### Signal wires on met3, run 1

The bar under the picture is 10 microns long.
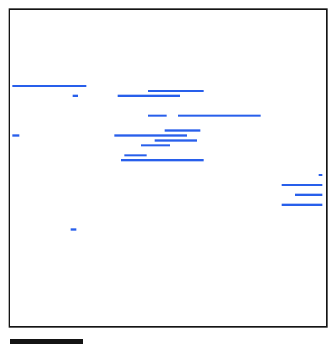
### Register map, names as in the netlist, run 1

Other cells in grey.
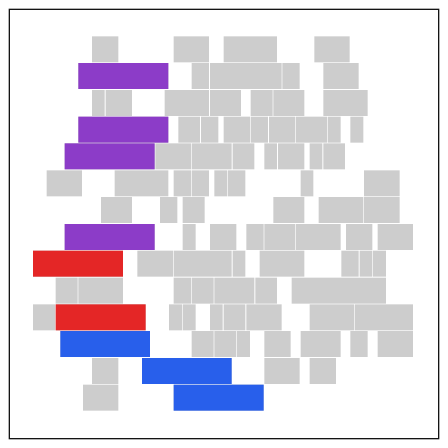
### Cell placement, run 1

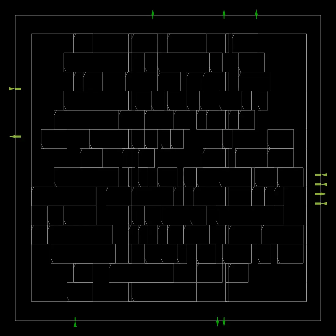
## src/rtl/train_pkg.sv

```systemverilog
// Shared types for the train signalling interface.
//   aspect_t       : one-hot {green, yellow, red}, shared with the trackside signal block
//   driver_state_t : speed controller FSM state
//   speed_t        : 4-bit unsigned train speed
package train_pkg;

  typedef logic [2:0] aspect_t;

  localparam aspect_t ASPECT_GREEN  = 3'b100;
  localparam aspect_t ASPECT_YELLOW = 3'b010;
  localparam aspect_t ASPECT_RED    = 3'b001;

  typedef enum logic [2:0] {
    S_STOPPED   = 3'd0,
    S_ACCEL     = 3'd1,
    S_CRUISE    = 3'd2,
    S_DECEL     = 3'd3,
    S_EMERGENCY = 3'd4
  } driver_state_t;

  typedef logic [3:0] speed_t;

endpackage

```

## src/rtl/train_speed_ramp.sv

```systemverilog
// Speed register with a step prescaler.
//   clk, rstn  : clock, async active-low reset
//   up, down   : count the prescaler; step speed +1/-1 when it wraps
//   fast_down  : decrement speed every cycle (emergency stop), floor at 0
//   clear_cnt  : force the prescaler to 0 (takes priority over counting)
//   speed      : registered current speed
module train_speed_ramp
  import train_pkg::*;
#(
  parameter int MAX_SPEED = 12,
  parameter int ACCEL_DIV = 4
) (
  input  logic   clk,
  input  logic   rstn,
  input  logic   up,
  input  logic   down,
  input  logic   fast_down,
  input  logic   clear_cnt,
  output speed_t speed
);

  localparam int CNT_W = (ACCEL_DIV > 2) ? $clog2(ACCEL_DIV) : 1;
  localparam logic [CNT_W-1:0] CNT_LAST = CNT_W'(ACCEL_DIV - 1);
  localparam speed_t SPEED_MAX = speed_t'(MAX_SPEED);

  logic [CNT_W-1:0] step_cnt;
  logic             wrap;

  assign wrap = (up || down) && !clear_cnt && (step_cnt == CNT_LAST);

  always_ff @(posedge clk or negedge rstn) begin
    if (!rstn) begin
      step_cnt <= '0;
    end else if (clear_cnt || wrap || !(up || down)) begin
      step_cnt <= '0;
    end else begin
      step_cnt <= step_cnt + 1'b1;
    end
  end

  // Saturation guards keep speed in 0..MAX_SPEED even if a caller misbehaves.
  always_ff @(posedge clk or negedge rstn) begin
    if (!rstn) begin
      speed <= '0;
    end else if (fast_down) begin
      if (speed != '0) speed <= speed - 1'b1;
    end else if (wrap && up) begin
      if (speed < SPEED_MAX) speed <= speed + 1'b1;
    end else if (wrap && down) begin
      if (speed != '0) speed <= speed - 1'b1;
    end
  end

endmodule

```

## src/rtl/train_driver.sv

```systemverilog
// On-board speed controller. Decodes the trackside aspect into a target speed
// and ramps the speed register toward it; a non-one-hot aspect forces an
// emergency stop.
//   clk, rstn           : clock, async active-low reset
//   green, yellow, red  : aspect from the trackside signal block
//   speed               : current speed (registered)
//   throttle            : high in ACCEL
//   brake               : high in STOPPED, DECEL, EMERGENCY
//   emergency           : high in EMERGENCY
//
// state       | meaning
// S_STOPPED   | at rest, target 0
// S_ACCEL     | stepping speed up once per ACCEL_DIV cycles
// S_CRUISE    | holding a non-zero target speed
// S_DECEL     | stepping speed down once per ACCEL_DIV cycles
// S_EMERGENCY | illegal aspect seen; speed drops 1 per cycle to 0
module train_driver
  import train_pkg::*;
#(
  parameter int MAX_SPEED     = 12,
  parameter int CAUTION_SPEED = 6,
  parameter int ACCEL_DIV     = 4
) (
  input  logic   clk,
  input  logic   rstn,
  input  logic   green,
  input  logic   yellow,
  input  logic   red,
  output speed_t speed,
  output logic   throttle,
  output logic   brake,
  output logic   emergency
);

  driver_state_t state, state_next;
  aspect_t       aspect;
  speed_t        target;
  logic          legal;
  logic          up, down, fast_down, clear_cnt;

  assign aspect = {green, yellow, red};

  always_comb begin
    legal  = 1'b1;
    target = '0;
    case (aspect)
      ASPECT_GREEN:  target = speed_t'(MAX_SPEED);
      ASPECT_YELLOW: target = speed_t'(CAUTION_SPEED);
      ASPECT_RED:    target = '0;
      default:       legal  = 1'b0;
    endcase
  end

  always_ff @(posedge clk or negedge rstn) begin
    if (!rstn) state <= S_STOPPED;
    else       state <= state_next;
  end

  always_comb begin
    state_next = state;
    if (state == S_EMERGENCY) begin
      if (legal && speed == '0) state_next = S_STOPPED;
    end else if (!legal) begin
      state_next = S_EMERGENCY;
    end else if (speed < target) begin
      state_next = S_ACCEL;
    end else if (speed > target) begin
      state_next = S_DECEL;
    end else if (speed == '0) begin
      state_next = S_STOPPED;
    end else begin
      state_next = S_CRUISE;
    end
  end

  // Stepping only while the ramp state persists: on a state change edge the
  // prescaler restarts and no step is taken.
  always_comb begin
    up        = (state == S_ACCEL) && (state_next == S_ACCEL);
    down      = (state == S_DECEL) && (state_next == S_DECEL);
    fast_down = (state == S_EMERGENCY);
    clear_cnt = (state != state_next) || !((state == S_ACCEL) || (state == S_DECEL));
  end

  train_speed_ramp #(
    .MAX_SPEED (MAX_SPEED),
    .ACCEL_DIV (ACCEL_DIV)
  ) u_ramp (
    .clk       (clk),
    .rstn      (rstn),
    .up        (up),
    .down      (down),
    .fast_down (fast_down),
    .clear_cnt (clear_cnt),
    .speed     (speed)
  );

  always_comb begin
    throttle  = (state == S_ACCEL);
    brake     = (state == S_STOPPED) || (state == S_DECEL) || (state == S_EMERGENCY);
    emergency = (state == S_EMERGENCY);
  end

endmodule

```

## config.mk

```make
export PLATFORM = sky130hd
export DESIGN_NAME = train_driver
export DESIGN_NICKNAME = d
export VERILOG_FILES = /design/src/rtl/train_pkg.sv /design/src/rtl/train_speed_ramp.sv /design/src/rtl/train_driver.sv
export SDC_FILE = /design/constraint.sdc
export NUM_CORES = 1
export LEC_CHECK = 0
export CORE_MARGIN = 2
export CORE_UTILIZATION = 50
export CTS_CLUSTER_DIAMETER = 120
export CTS_CLUSTER_SIZE = 12
export DETAILED_ROUTE_END_ITERATION = 10
export PLACE_DENSITY = 0.78
export SKIP_LAST_GASP = 1
export SLEW_MARGIN = 5
export SYNTH_ARGS = -nofsm -noshare
export SYNTH_HDL_FRONTEND = slang
export SYNTH_SLANG_ARGS = --single-unit
```

## constraint.sdc

```tcl
create_clock -name clk -period 6.17 [get_ports clk]
set_input_delay 1.234 -clock clk [delete_from_list [all_inputs] [get_ports clk]]
set_output_delay 1.234 -clock clk [all_outputs]
set_load 0.005 [all_outputs]
```

==> impl_summary.log, run 1 <==
[flow] final metrics
INFO  metric clockNetworkAreaShare = 0.0284
INFO  metric run_status = complete, no violations
INFO  metric cts.reportedPaths.clkPinSlew = 0.05 ns
INFO  metric buffer_area_frac = 0.119
INFO  metric numClockSinks = 9
INFO  metric synthesis.nets = about 91
INFO  metric numPlacedInstances = approximately 110
INFO  metric layout.area.comb = roughly 530 sq um
INFO  metric synth_warnings = 0
INFO  metric remaining_drcs = 0
INFO  metric yosysUniqueCellTypes = about 40
INFO  metric synthTopCellsByArea = dfrtp_1, ha_1, o211ai_1, nor2_1, o2111ai_4
INFO  metric floorplan.tapcells = 16
INFO  metric io_buffers = 11
INFO  metric rsz0062_at_grt = false
INFO  metric synth-compound-area-share = 0.301
INFO  metric synth.most_common_cell = dfrtp_1
INFO  metric logic_gates = ~66
INFO  metric synth-simple-area-share = 0.222
INFO  metric cts_made_buffers = 3
INFO  metric postRouteWirelength = 1.58 mm
INFO  metric area.share.combinational = 0.575
INFO  metric gr-usage-all-layers = 0.180
INFO  metric grt_pass1_vias = between 600 and 700
INFO  metric globalRoute.totalOverflow = 0
INFO  metric core_area = ~1500 sq um
INFO  metric fin_worst_skew = 0.000753 ns
INFO  metric path_max_fanout = 7
INFO  metric post-route-worst-setup-slack = between 2 and 3 ns
INFO  metric lay_top_count = clkdlybuf4s50_1
INFO  metric initial_antenna_violation_count = 0
INFO  metric synth-edff-count = 0
INFO  metric final_cell_count_no_fill = approximately 110
INFO  metric buffers_from_clock_root_to_sink_at_most = 2
INFO  metric fp.dieH = between 40 and 50 microns
INFO  metric min-delay-path-class = reg2reg
INFO  metric final.fill_count = roughly 140
INFO  metric log.warning_count = 27
INFO  metric logic_family = AND-OR/OR-AND gates
INFO  metric fmax = ~0.27 GHz
INFO  metric finalNetCount = around 110
INFO  metric ys_top_cells_by_count = dfrtp_1, nor2_1, ha_1
INFO  metric vdd_ir_drop_max = between 200 and 250 uV
INFO  metric dp.final_hpwl = around 1.3 mm
INFO  metric dominantRegCellSynth = dfrtp_1
INFO  metric postSynthSeqShare = 0.290
INFO  metric whs_path_depth = 1
INFO  metric yosys.area.top_type_share = 0.290
INFO  metric final-setup-viol-count = 0
INFO  metric xor_area_frac = 0.0322
INFO  metric worstSetupPathType = in2reg
INFO  metric slew_viol_final = 0
INFO  metric syn_inst_count = around 80
INFO  metric crit_required = ~6.3 ns
INFO  metric final_layout_top_logic_cells = clkdlybuf4s50_1, dfrtp_1, nor2_1, ha_1
INFO  metric diodes = 0
INFO  metric finalWorstPathRequiredPeriod = 3.66 ns
INFO  metric layout.non_clock_inverters = 3
INFO  metric synth_chip_area = between 700 and 800 sq um
Notes on 'Signal wires on met3' above:
longest straight run: 11.0 microns
share of all routed wire: 5.8%
wire length on this layer: 91.5 microns
met3 global-route usage: 0.0167
total via count after detailed routing: 666

Notes on 'Register map, names as in the netlist' above:
legend:
  red:
    signal: u_ramp.step_cnt
    flops: 2
  blue:
    signal: state
    flops: 3
  purple:
    signal: u_ramp.speed
    flops: 4
Seq area share: 0.244
total area of sequential cells: 225 sq um

Notes on 'Cell placement' above:
FF+latch count: 9
Post-Route Utilization: 0.621

run 1: worst paths after layout:
kind,endpoint,from,slack [ns]
setup reg to reg,u_ramp.speed[2],u_ramp.speed[3],3.90
min in group asynchronous,u_ramp.speed[0],rstn,1.26
setup / recovery,u_ramp.speed[2],green,2.51
hold / removal,u_ramp.step_cnt[0],u_ramp.step_cnt[0],0.44
hold reg to reg,u_ramp.step_cnt[0],u_ramp.step_cnt[0],0.44
max in group asynchronous,u_ramp.step_cnt[0],rstn,4.64
run 1: stage by stage:
stage | cell area, sq um | hold WS (ns)
final | 925 | 0.436
after CTS | 925 | 0.443
after global placement | 898 | 0.421
after detailed placement | 898 | 0.436
after floorplan | 777 | 0.409
after global routing | 925 | 0.453
run 1: routing by layer:
layer / vias up / wire length (microns) / track usage
met5: - / 0 / 0
met4: 0 / 18 / 0.0788
met3: 2 / 91 / 0.0167
met2: 29 / 740 / 0.293
met1: 304 / 728 / 0.243
li1: 331 / - / -
run 1: worst max-delay path: stages:
cell,delay [ns]
clkdlybuf4s50_1,0.54
nor3b_1,0.32
a21oi_1,0.08
ha_1,0.30
and3b_4,0.20
a2111o_1,0.38
a21oi_4,0.26
a2bb2o_4,0.23
mux2_4,0.25
run 1: flip-flops by register name, summed over array words and instances (netlist names):
name / count
u_ramp.step_cnt: 2
u_ramp.speed: 4
state: 3
run 1: power by group:
part / total (W) / internal (W) / switching (W)
clock: 0.0000432 / 0.0000248 / 0.0000184
sequential: 0.000120 / 0.0000830 / 0.0000371
combinational: 0.000286 / 0.000151 / 0.000136
total: 0.000450 / 0.000259 / 0.000191
--- run 2 (diff from run 1) ---
==> constraint.sdc (replaced) <==
create_clock -name clk -period 3.6 [get_ports clk]
set_input_delay 0.72 -clock clk [delete_from_list [all_inputs] [get_ports clk]]
set_output_delay 0.72 -clock clk [all_outputs]
set_load 0.005 [all_outputs]
==> run 2 against run 1 <==
Net effect: sequential share of layout area down 0.42 points; global-route usage grew 2.5 points; first-iteration DRC count increased by 15%; clock power is 92% higher; routed wire length rose by 8.1%; critical endpoint unchanged.
==> impl_summary.log, run 2 <==
[flow] final metrics
INFO  metric initialDrtViolationCount = 30
INFO  metric crit_required = 3.76 ns (-2.55 ns)
INFO  metric path_max_fanout = 7 (unchanged)
INFO  metric fp.dieH = 43.4 microns (unchanged)
INFO  metric ys_top_cells_by_count = dfrtp_1, nor2_1, ha_1
INFO  metric final.fill_count = 128 (-11%)
INFO  metric crit_path_top_delay_cell = clkdlybuf4s50_1
INFO  metric syn_inst_count = 80 (unchanged)
INFO  metric numClockSinks = 9 (unchanged)
INFO  metric largest_reg_flops = 4 (unchanged)
INFO  metric pwr.group.combinational = 0.000508 W (+78%)
INFO  metric synthTopCellsByArea = dfrtp_1, ha_1, o211ai_1, nor2_1, o2111ai_4
INFO  metric grt_pass1_vias = 655 (+6.0%)
INFO  metric layout.area.comb = 532 sq um (unchanged)
INFO  metric finalWorstPathRequiredPeriod = between 3 and 4 ns
INFO  metric fmax = ~0.32 GHz
INFO  metric postRouteWirelength = 1.71 mm (+8.1%)
INFO  metric run_status = complete, no violations
INFO  metric rsz0062_at_grt = false
INFO  metric final_layout_top_logic_cells = clkdlybuf4s50_1, dfrtp_1, nor2_1, ha_1
INFO  metric buffers_from_clock_root_to_sink_at_most = 2 (unchanged)
INFO  metric gr-usage-all-layers = 0.205 (+0.0254)
INFO  metric yosys.area.top_type_share = 0.290 (unchanged)
INFO  metric critical_path_buf_inv_count = 1 (unchanged)
INFO  metric finalNetCount = 107 (+1.9%)
INFO  metric worst_path_dominant_cell_family = AND-OR/OR-AND gates
INFO  metric cts_tree = yes
INFO  metric core_area = 1490 sq um (unchanged)
INFO  metric power.internal = 0.000453 W (+75%)
INFO  metric worst_hold_start = u_ramp.step_cnt[0]
INFO  metric cts.reportedPaths.clkPinSlew = 0.07 ns (+0.02 ns)
INFO  metric critical_path.cell_chain = clkdlybuf4s50_1, nor3b_1, a21oi_1, ha_1, and3b_4, a2111o_1, a21oi_4, a2bb2o_4, mux2_4
INFO  metric p_comb_frac = 0.639 (+0.002)
INFO  metric reg.largest.list = u_ramp.speed (4), state (3), u_ramp.step_cnt (2)
INFO  metric timing.critical_path.slowest_cell_delay = 0.56 ns (+0.02 ns)
INFO  metric dominantRegCellSynth = dfrtp_1
INFO  metric log.warning_count = 27 (unchanged)
INFO  metric dp.final_hpwl = 1.28 mm (+0.61%)
INFO  metric synth-edff-count = 0 (unchanged)
INFO  metric switching_share = 0.430 (+0.00526)
INFO  metric crit-reg2reg-launch = u_ramp.speed[3]
INFO  metric globalRoute.totalOverflow = 0 (unchanged)
INFO  metric top_register = u_ramp.speed
INFO  metric syn-cell-area = around 780 sq um
INFO  metric diodes = 0 (unchanged)
INFO  metric postSynthSeqShare = 0.290 (unchanged)
INFO  metric cts_made_buffers = 3 (unchanged)
INFO  metric remaining_drcs = 0 (unchanged)
INFO  metric synth_chip_area = 777 sq um (unchanged)
INFO  metric slew_viol_final = 0 (unchanged)
INFO  metric crit_start = yellow
INFO  metric hold_slack = 0.445 ns (+0.00853 ns)
INFO  metric vdd_ir_drop_max = 369 uV (+80%)
INFO  metric power.net_switching = 0.000342 W (+79%)
INFO  metric final-setup-viol-count = 0 (unchanged)
INFO  metric lay_top_count = clkdlybuf4s50_1
INFO  metric synth.most_common_cell = dfrtp_1
INFO  metric io_buffers = 11 (unchanged)
INFO  metric post-route-worst-setup-slack = 0.473 ns (-2.04 ns)
INFO  metric synthesis.nets = 91 (unchanged)
INFO  metric total_area_of_sequential_cells = 225 sq um (unchanged)
INFO  metric maxPowerGroup = combinational logic
INFO  metric min-delay-path-class = reg2reg
INFO  metric worstSetupPathType = in2reg
INFO  metric power.share.sequential = 0.256 (-0.011)
==> run 2: netlist changes by cell type in the layout (fill, tap and decap cells not counted), sizes merged <==
cell	before	now
clkbuf	4	3
clkinv	0	1
buf	0	2
==> run 2: kinds of logic after synthesis <==
| group | count (synthesis) | share of synthesized area |
|---|---|---|
| and+or+nand+nor | 32 | 0.222 |
| muxes | 2 | 0.0322 |
| buffers and inverters | 5 | 0.0258 |
| AOI/OAI and AO/OA | 24 | 0.301 |
| xor gates and xnor gates | 2 | 0.0322 |
| DFF | 9 | 0.290 |
| adders and majority gates | 6 | 0.0966 |
==> run 2: final timing paths <==
check                                     end  slack, ns  cells past startpoint
max in group asynchronous     u_ramp.speed[2]       2.57                      1
hold / removal             u_ramp.step_cnt[0]       0.44                      1
hold reg to reg            u_ramp.step_cnt[0]       0.44                      1
setup reg to reg              u_ramp.speed[2]       1.31                      6
setup / recovery              u_ramp.speed[2]       0.47                      9
min in group asynchronous            state[0]       0.74                      1
==> run 2: layout make-up <==
| class | instances | share of cell area |
|---|---|---|
| clock buffer | 3 | 0.0239 |
| clock inverter | 1 | 0.00532 |
| inverter | 3 | 0.0120 |
| multi-input combinational | 66 | 0.565 |
| sequential | 9 | 0.239 |
| tap | 16 | 0.0213 |
| timing repair buffer | 13 | 0.133 |
==> run 2: per-layer routing <==
metal,vias to the layer above,part of all wire,global-route usage
met5,-,0,0
met4,0,0.020,0.0970
met3,7,0.055,0.0375
met2,27,0.47,0.322
met1,345,0.45,0.274
li1,334,-,-
==> run 2: stage by stage <==
step / instance area, sq um / cells / total power (W)
2_1_floorplan: 777 / 80 / 0.000540
3_3_place_gp: 913 / 107 / 0.000692
3_5_place_dp: 913 / 107 / 0.000707
4_1_cts: 941 / 111 / 0.000792
5_1_grt: 941 / 111 / 0.000856
6_report: 941 / 111 / 0.000795
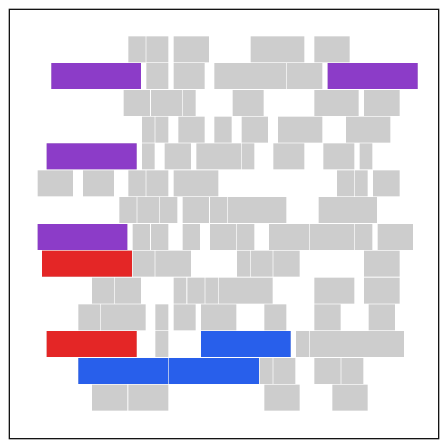
*Register map, names as in the netlist, run 2*
Other cells in grey.
legend:
  red:
    signal: u_ramp.step_cnt
    flops: 2
  purple:
    signal: u_ramp.speed
    flops: 4
  blue:
    signal: state
    flops: 3
Post-Route Utilization: 0.632
Flop+latch power: 0.000204 W
Seq area share: 0.239

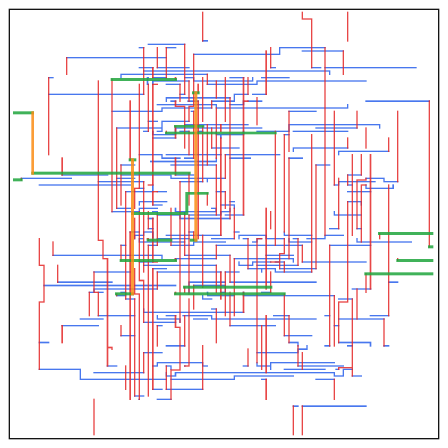
*Routed metal, one colour a layer, run 2*
legend:
  blue:
    layer: M1
    wire_length: 771 microns
  orange:
    layer: M4
    wire_length: 34.7 microns
  green:
    layer: M3
    wire_length: 93.8 microns
  red:
    layer: M2
    wire_length: 807 microns
routed length per instance: 15.4 microns
total via count after detailed routing: 713

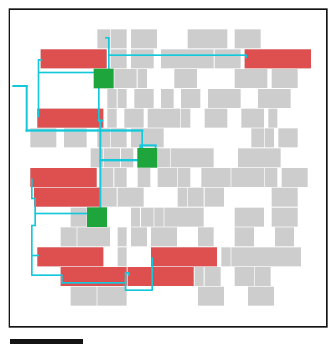
*Clock network drawn from the DEF, run 2*
The bar under the picture is 10 microns long.
legend:
  cyan:
    item: clock wires
    length: 153 microns
  green:
    item: clock-net drivers
    count: 3
  red:
    item: flip-flops
    count: 9
routed clock nets: 4
clock network power share: 0.105
clock-net power: 0.0000830 W
Insertion Delay late pin: 0.27 ns
maximum clock skew at final layout: 0.00184 ns

No activity file was given, so power comes from the tool's default toggle rates.
